==> src/rtl/instr_sequencer_if.sv <==
// instr_sequencer_if: program-load, run-control, UART handshake and
// datapath-issue signals of the instruction sequencer.
// master = the controlling environment, slave = the sequencer itself.
interface instr_sequencer_if;
    logic        prog_we;
    logic [3:0]  prog_addr;
    logic [15:0] prog_data;
    logic [3:0]  prog_len;
    logic        start;
    logic        abort;
    logic        tx_done;
    logic [14:0] instruction;
    logic        step_valid;
    logic [3:0]  pc;
    logic        tx_start;
    logic        busy;
    logic        done;
    logic        err;

    modport master (
        output prog_we, prog_addr, prog_data, prog_len, start, abort, tx_done,
        input  instruction, step_valid, pc, tx_start, busy, done, err
    );

    modport slave (
        input  prog_we, prog_addr, prog_data, prog_len, start, abort, tx_done,
        output instruction, step_valid, pc, tx_start, busy, done, err
    );
endinterface

==> src/rtl/instr_sequencer.sv <==
// instr_sequencer: steps through a 16-word program memory, issuing one
// datapath instruction per cycle and optionally pausing after a word until
// the UART reports a completed transmission (rising edge of tx_done).
// Optional feature macro: SEQ_TX_TIMEOUT_EN -- bounds the UART wait to
// TIMEOUT cycles and raises the sticky err flag when it expires.
module instr_sequencer #(
    parameter logic [15:0] TIMEOUT = 16'd5000
) (
    input  logic             clk,
    input  logic             reset,
    instr_sequencer_if.slave bus
);

    typedef enum logic [1:0] {IDLE, ISSUE, WAIT_TX, DONE} state_t;

    state_t      state;
    logic [15:0] mem [16];
    logic [3:0]  len_q;
    logic [3:0]  pc_q;
    logic [14:0] instr_q;
    logic        step_valid_q;
    logic        tx_start_q;
    logic        busy_q;
    logic        done_q;
    logic        err_q;
    logic        tx_done_p1;

    logic [3:0]  pc_next;
    logic [15:0] word_cur;
    logic [15:0] word_next;
    logic [15:0] word_first;
    logic        last_step;
    logic        tx_rise;

`ifdef SEQ_TX_TIMEOUT_EN
    logic [15:0] wait_cnt;
`else
    logic        unused_timeout;
    assign unused_timeout = ^TIMEOUT;
`endif

    assign pc_next   = pc_q + 4'd1;
    assign word_cur  = mem[pc_q];
    assign word_next = mem[pc_next];
    // A write to address 0 in the same cycle as start must reach the first issue.
    assign word_first = (bus.prog_we && (bus.prog_addr == 4'd0)) ? bus.prog_data : mem[4'd0];
    assign last_step = (pc_q == len_q);
    assign tx_rise   = bus.tx_done & ~tx_done_p1;

    // Program memory: loadable only while idle, never cleared by reset.
    always_ff @(posedge clk) begin
        if (bus.prog_we && (state == IDLE)) begin
            mem[bus.prog_addr] <= bus.prog_data;
        end
    end

    // Sequencer state machine with registered outputs.
    always_ff @(posedge clk) begin
        if (reset) begin
            state        <= IDLE;
            len_q        <= 4'd0;
            pc_q         <= 4'd0;
            instr_q      <= 15'h0;
            step_valid_q <= 1'b0;
            tx_start_q   <= 1'b0;
            busy_q       <= 1'b0;
            done_q       <= 1'b0;
            err_q        <= 1'b0;
            tx_done_p1   <= 1'b0;
`ifdef SEQ_TX_TIMEOUT_EN
            wait_cnt     <= 16'd0;
`endif
        end else begin
            tx_done_p1   <= bus.tx_done;
            step_valid_q <= 1'b0;
            instr_q      <= 15'h0;
            done_q       <= 1'b0;
            case (state)
                IDLE: begin
                    if (bus.start && !bus.abort) begin
                        state        <= ISSUE;
                        len_q        <= bus.prog_len;
                        pc_q         <= 4'd0;
                        busy_q       <= 1'b1;
                        err_q        <= 1'b0;
                        step_valid_q <= 1'b1;
                        instr_q      <= word_first[14:0];
                    end
                end
                ISSUE: begin
                    if (bus.abort) begin
                        state      <= IDLE;
                        pc_q       <= 4'd0;
                        tx_start_q <= 1'b0;
                        busy_q     <= 1'b0;
                    end else if (word_cur[15]) begin
                        state      <= WAIT_TX;
                        tx_start_q <= 1'b1;
`ifdef SEQ_TX_TIMEOUT_EN
                        wait_cnt   <= 16'd0;
`endif
                    end else if (last_step) begin
                        state  <= DONE;
                        done_q <= 1'b1;
                    end else begin
                        state        <= ISSUE;
                        pc_q         <= pc_next;
                        step_valid_q <= 1'b1;
                        instr_q      <= word_next[14:0];
                    end
                end
                WAIT_TX: begin
                    if (bus.abort) begin
                        state      <= IDLE;
                        pc_q       <= 4'd0;
                        tx_start_q <= 1'b0;
                        busy_q     <= 1'b0;
                    end else if (tx_rise) begin
                        tx_start_q <= 1'b0;
                        if (last_step) begin
                            state  <= DONE;
                            done_q <= 1'b1;
                        end else begin
                            state        <= ISSUE;
                            pc_q         <= pc_next;
                            step_valid_q <= 1'b1;
                            instr_q      <= word_next[14:0];
                        end
                    end
`ifdef SEQ_TX_TIMEOUT_EN
                    else if (wait_cnt == (TIMEOUT - 16'd1)) begin
                        state      <= IDLE;
                        pc_q       <= 4'd0;
                        tx_start_q <= 1'b0;
                        busy_q     <= 1'b0;
                        err_q      <= 1'b1;
                    end else begin
                        wait_cnt <= wait_cnt + 16'd1;
                    end
`endif
                end
                DONE: begin
                    state      <= IDLE;
                    pc_q       <= 4'd0;
                    tx_start_q <= 1'b0;
                    busy_q     <= 1'b0;
                end
                default: begin
                    state  <= IDLE;
                    pc_q   <= 4'd0;
                    busy_q <= 1'b0;
                end
            endcase
        end
    end

    assign bus.instruction = instr_q;
    assign bus.step_valid  = step_valid_q;
    assign bus.pc          = pc_q;
    assign bus.tx_start    = tx_start_q;
    assign bus.busy        = busy_q;
    assign bus.done        = done_q;
    assign bus.err         = err_q;

endmodule

==> src/flat_wrapper.sv <==
// flat-port wrapper written by rule: the top's interface ports become plain ports
module instr_sequencer_flat 
#(
    parameter logic [15:0] TIMEOUT = 16'd5000
)
  (clk, reset, bus_prog_we, bus_prog_addr, bus_prog_data, bus_prog_len, bus_start, bus_abort, bus_tx_done, bus_instruction, bus_step_valid, bus_pc, bus_tx_start, bus_busy, bus_done, bus_err);
  instr_sequencer_if bus_i ();
  input  logic clk;
  input  logic reset;
  input wire logic [$bits(bus_i.prog_we)-1:0] bus_prog_we;
  input wire logic [$bits(bus_i.prog_addr)-1:0] bus_prog_addr;
  input wire logic [$bits(bus_i.prog_data)-1:0] bus_prog_data;
  input wire logic [$bits(bus_i.prog_len)-1:0] bus_prog_len;
  input wire logic [$bits(bus_i.start)-1:0] bus_start;
  input wire logic [$bits(bus_i.abort)-1:0] bus_abort;
  input wire logic [$bits(bus_i.tx_done)-1:0] bus_tx_done;
  output wire logic [$bits(bus_i.instruction)-1:0] bus_instruction;
  output wire logic [$bits(bus_i.step_valid)-1:0] bus_step_valid;
  output wire logic [$bits(bus_i.pc)-1:0] bus_pc;
  output wire logic [$bits(bus_i.tx_start)-1:0] bus_tx_start;
  output wire logic [$bits(bus_i.busy)-1:0] bus_busy;
  output wire logic [$bits(bus_i.done)-1:0] bus_done;
  output wire logic [$bits(bus_i.err)-1:0] bus_err;
  assign bus_i.prog_we = bus_prog_we;
  assign bus_i.prog_addr = bus_prog_addr;
  assign bus_i.prog_data = bus_prog_data;
  assign bus_i.prog_len = bus_prog_len;
  assign bus_i.start = bus_start;
  assign bus_i.abort = bus_abort;
  assign bus_i.tx_done = bus_tx_done;
  assign bus_instruction = bus_i.instruction;
  assign bus_step_valid = bus_i.step_valid;
  assign bus_pc = bus_i.pc;
  assign bus_tx_start = bus_i.tx_start;
  assign bus_busy = bus_i.busy;
  assign bus_done = bus_i.done;
  assign bus_err = bus_i.err;
  instr_sequencer #(.TIMEOUT(TIMEOUT)) u_core (.clk(clk), .reset(reset), .bus(bus_i));
endmodule
==> config.mk <==
export PLATFORM = sky130hd
export DESIGN_NAME = instr_sequencer_flat
export DESIGN_NICKNAME = d
export VERILOG_FILES = /design/src/rtl/instr_sequencer_if.sv /design/src/rtl/instr_sequencer.sv /design/src/flat_wrapper.sv
export SDC_FILE = /design/constraint.sdc
export NUM_CORES = 1
export LEC_CHECK = 0
export ABC_AREA = 1
export CORE_UTILIZATION = 54
export CTS_CLUSTER_DIAMETER = 80
export CTS_CLUSTER_SIZE = 16
export DETAILED_ROUTE_END_ITERATION = 6
export MAX_ROUTING_LAYER = met4
export PLACE_DENSITY = 0.79
export SETUP_SLACK_MARGIN = 0.2
export SKIP_CTS_REPAIR_TIMING = 1
export SYNTH_ARGS = -nofsm -noshare
export SYNTH_HDL_FRONTEND = slang
export SYNTH_SLANG_ARGS = --single-unit
==> constraint.sdc <==
create_clock -name clk -period 2.1 [get_ports clk]
set_input_delay 0.42 -clock clk [delete_from_list [all_inputs] [get_ports clk]]
set_output_delay 0.42 -clock clk [all_outputs]
set_load 0.01 [all_outputs]
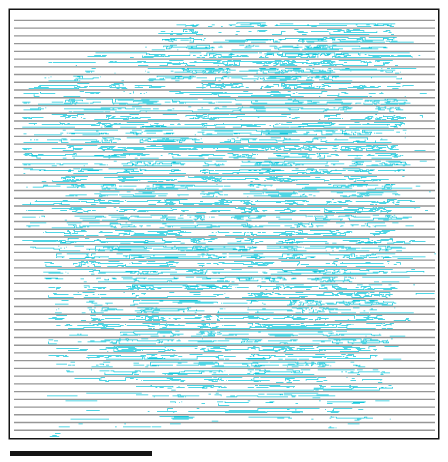
Fig. 1. Metal 1 (run 1).
The bar under the picture is 50 um long. Supply wires on this layer in grey.
longest straight run	48.5 um
main direction	horizontal
nets with wire on the layer	1088

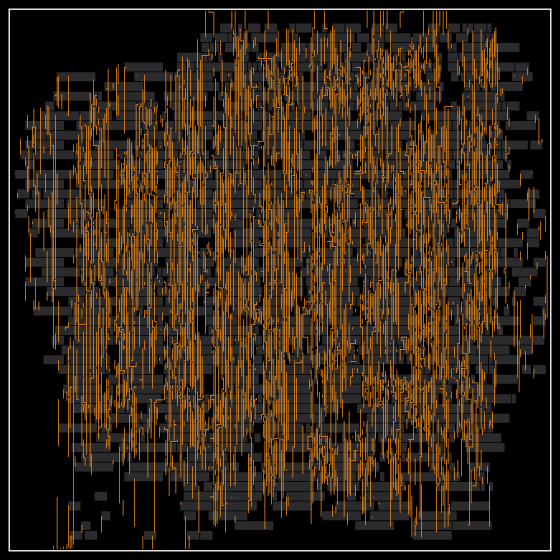
Fig. 2. M2 wires (run 1).
Cells faint in the background.
longest straight run	59.8 um
wire length on this layer	15700 um
main direction	vertical
nets with wire on the layer	961

==> qor.rpt, run 1 <==
RUN STATUS
--------------------------------------------------------------------
Status                                                  complete, no violations

CLOCK TREE
--------------------------------------------------------------------
Clock latency at the later pin of the worst-skew pair        0.52 ns
TritonCTS sink count                                             290

SETUP PATH
--------------------------------------------------------------------
FF-to-FF setup slack                                         0.07 ns
Startpoint types                                            register
Master of the slowest instance on the critical path          dfxtp_4
Reg-to-reg startpoint                                   u_core.bus.pc[0]
Data arrival time of the critical path                       2.49 ns
Critical path launch point                              u_core.bus.pc[0]

FLOORPLANNING
--------------------------------------------------------------------
Tap cell count                                                   275
Ports placed on the boundary                                      54
Number of rows in the core area                                   53

FINAL TIMING
--------------------------------------------------------------------
Worst setup skew after layout                              0.0248 ns
Final cycle utilization of the critical path                   0.964

FINISH
--------------------------------------------------------------------
Clock-cell share                                              0.0425
Count of plain and timing-repair buffers                         142

PLACE
--------------------------------------------------------------------
Area after detailed placement                              13100 um2

ROUTE
--------------------------------------------------------------------
Vias per std cell                                               6.26
Total routed wire length on the met1 layer                   12.3 mm

GRT
--------------------------------------------------------------------
Wire length of the first global-routing pass                 43.7 mm
Met2 Usage GRT                                                 0.411

YOSYS
--------------------------------------------------------------------
Syn_area_per_cell                                           11.7 um2

POWER AND IR DROP
--------------------------------------------------------------------
Maximum vdd ir drop                                           709 uV

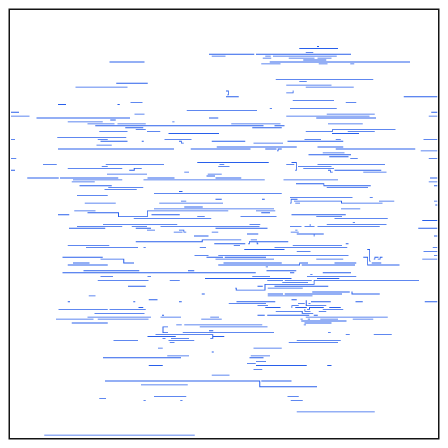
Fig. 3. Metal 3 (run 1).
share of all routed wire	11%
longest straight run	67.6 um
nets with wire on the layer	189

[run 1: metrics by stage]
| step | std cells | util | setup TNS, ns | hold slack (ns) |
|---|---|---|---|---|
| after floorplan | 1015 | - | 0 | 0.435 |
| after global placement | 1343 | 0.616 | 0 | 0.444 |
| after detailed placement | 1343 | 0.616 | 0 | 0.456 |
| after CTS | 1376 | 0.645 | -0.202 | 0.433 |
| after global routing | 1406 | 0.690 | 0 | 0.470 |
| final | 1406 | 0.690 | 0 | 0.442 |
[run 1: cells in the mapped netlist]
cell,count,area share
xor2_1,3,0.0022
edfxtp_1,256,0.65
nand2_2,4,0.0021
or2_2,2,0.0010
o211ai_1,44,0.028
o211ai_2,1,0.0010
inv_1,47,0.015
nand3_4,1,0.0015
xnor2_2,1,0.0014
nor2_2,1,0.00053
nand2_1,58,0.018
clkbuf_1,23,0.0072
xor2_4,1,0.0023
nand3_1,85,0.036
a31oi_1,1,0.00053
buf_2,17,0.0071
nor2_1,200,0.063
o21ai_1,14,0.0059
ha_1,5,0.0053
buf_1,3,0.00095
o211a_1,1,0.00084
a211oi_1,1,0.00063
inv_2,2,0.00063
buf_8,1,0.0013
buf_4,8,0.0050
clkbuf_2,1,0.00042
clkinv_2,1,0.00042
conb_1,1,0.00031
dfxtp_1,34,0.057
nand3b_1,2,0.0013
o21ai_0,130,0.055
xor2_2,1,0.0014
a21oi_1,54,0.023
buf_6,6,0.0057
nor2_4,1,0.00095
buf_12,1,0.0017
nand4_1,2,0.0010
clkinv_1,1,0.00031
[run 1: worst min-delay path, delay by kind of cell]
kind	cells	cell delay, ns
and+or+nand+nor	1	0.04
buffers and inverters	2	0.46
[run 1: power breakdown]
group / internal (mW) / switching (mW)
combinational: 0.442 / 0.691
clock: 2.02 / 1.96
sequential: 6.36 / 0.0376
## Run 2: what changed since run 1
Settings changed: ABC_AREA 1 to default, ABC_CLOCK_PERIOD_IN_PS from default to 2100.
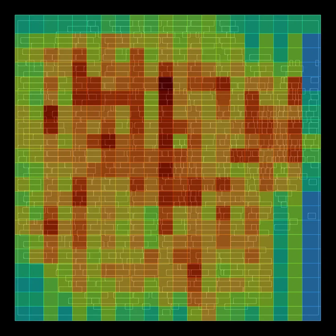
Fig. 4. Routing congestion (run 2).
detail-routed net length per standard cell: 27.0 um
met1 Resource Use GR: 0.316
final core utilization: 0.682
global-route usage over all layers: 0.245

==> run 2 against run 1 <==
  * Fmax down 3.5%
  * Global-route usage down 2.1 points
  * Highest routed layer unchanged
  * Sequential cell count unchanged
  * Die area down 4.8%
==> qor.rpt, run 2 <==
RUN STATUS
-----------------------------------------------------------------------------
Status                                                           complete, no violations

FINAL TIMING
-----------------------------------------------------------------------------
Hold Worst Slack                                                     0.483 ns
Setup tns final                                                          0 ns
Final cycle utilization of the critical path                            0.999
Worst setup skew after layout                                       0.0248 ns

POWER AND IR DROP
-----------------------------------------------------------------------------
Sequential group share of total power                                   0.561
Cell Int Power                                                        8.95 mW
Switch Pwr                                                            2.47 mW
Relative contribution of the clock network to total power               0.336
Share of total power in combinational logic                             0.103
Switching fraction of total power                                       0.217

GRT
-----------------------------------------------------------------------------
Wire length of the first global-routing pass                          37.3 mm
Initial antenna violation count                                             0
Total congestion overflow after global routing                              0
Met2 Usage GRT                                                          0.397

SETUP PATH
-----------------------------------------------------------------------------
Data arrival time of the critical path                                2.51 ns
Startpoint types                                                     register
Master of the slowest instance on the critical path                    mux4_2

CLOCK TREE
-----------------------------------------------------------------------------
Clock latency at the later pin of the worst-skew pair                 0.53 ns

YOSYS
-----------------------------------------------------------------------------
Most used standard cells in the synthesized netlist              edfxtp_1, mux4_2, dfxtp_1
Flip-flops with a built-in enable                                         256
Cells taking the most area after synthesis                       edfxtp_1, mux4_2, dfxtp_1
Share of synthesized area spent on multiplexers                         0.168
Most area-hungry cell type in the Yosys netlist                      edfxtp_1

ROUTE
-----------------------------------------------------------------------------
Total routed wire length on the met1 layer                            10.2 mm
Detailed-router iteration count before antenna repair                       4
Vias per std cell                                                        6.21

FINISH
-----------------------------------------------------------------------------
Number of standard cells in the final layout excluding fillers            968

FLOORPLANNING
-----------------------------------------------------------------------------
Ports placed on the boundary                                               54
Chip area                                                           21600 um2
Number of rows in the core area                                            52

PLACE
-----------------------------------------------------------------------------
Number of placed cells counting well taps                                 914

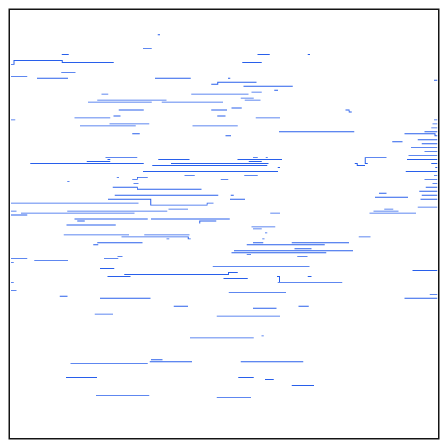
Fig. 5. Metal 3 (run 2).
wire length on this layer	1660 um
longest straight run	46.0 um
nets with wire on the layer	111
share of all routed wire	6.4%
main direction	horizontal

## run 2: cell types whose count changed after synthesis, sizes merged, moves of 6 or more
| cell | previous run | this run |
|---|---|---|
| nand3 | 86 | 4 |
| o21ai | 144 | 5 |
| nor2b | 0 | 6 |
| mux4 | 0 | 75 |
| o211ai | 45 | 0 |
| inv | 49 | 8 |
| mux2i | 0 | 19 |
| clkbuf | 24 | 11 |
| nand2b | 0 | 7 |
| a21oi | 54 | 12 |
| nor2 | 202 | 21 |
| o2bb2ai | 0 | 15 |
| buf | 36 | 13 |
| nand2 | 62 | 13 |
## run 2: cell type report
class                           instances  share of cell area
Clock buffer                           34              0.0428
Clock inverter                          3             0.00243
Inverter                                8             0.00216
Multi-Input combinational cell        224               0.219
Sequential cell                       290               0.603
Tap cell                              270              0.0243
Timing Repair Buffer                  139               0.107
## run 2: power groups by stage
stage / registers [mW] / clock network, mW / logic (mW)
floorplan: 6.53 / 0 / 0.640
global placement: 6.52 / 0 / 1.01
detailed placement: 6.53 / 0 / 1.05
CTS: 6.41 / 3.90 / 1.05
global route: 6.41 / 4.08 / 1.24
finish: 6.40 / 3.84 / 1.18
## run 2: path summary, 6_finish.rpt
check | startpoint | to | slack (ns) | cells past startpoint
hold reg to reg | u_core.len_q[2] | u_core.len_q[2] | 0.50 | 2
setup / recovery | u_core.bus.pc[0] | u_core.bus.instruction[8] | 0.001 | 6
hold / removal | bus_prog_len[2] | u_core.len_q[2] | 0.48 | 3
setup reg to reg | u_core.bus.pc[0] | u_core.bus.instruction[8] | 0.001 | 6
## run 2: metrics by stage
stage,area (um2),utilization
after global routing,13900,0.682
after detailed placement,12900,0.631
after floorplan,11500,-
after CTS,13500,0.662
after global placement,12900,0.631
final,13900,0.682
No activity file was given, so power comes from the tool's default toggle rates.
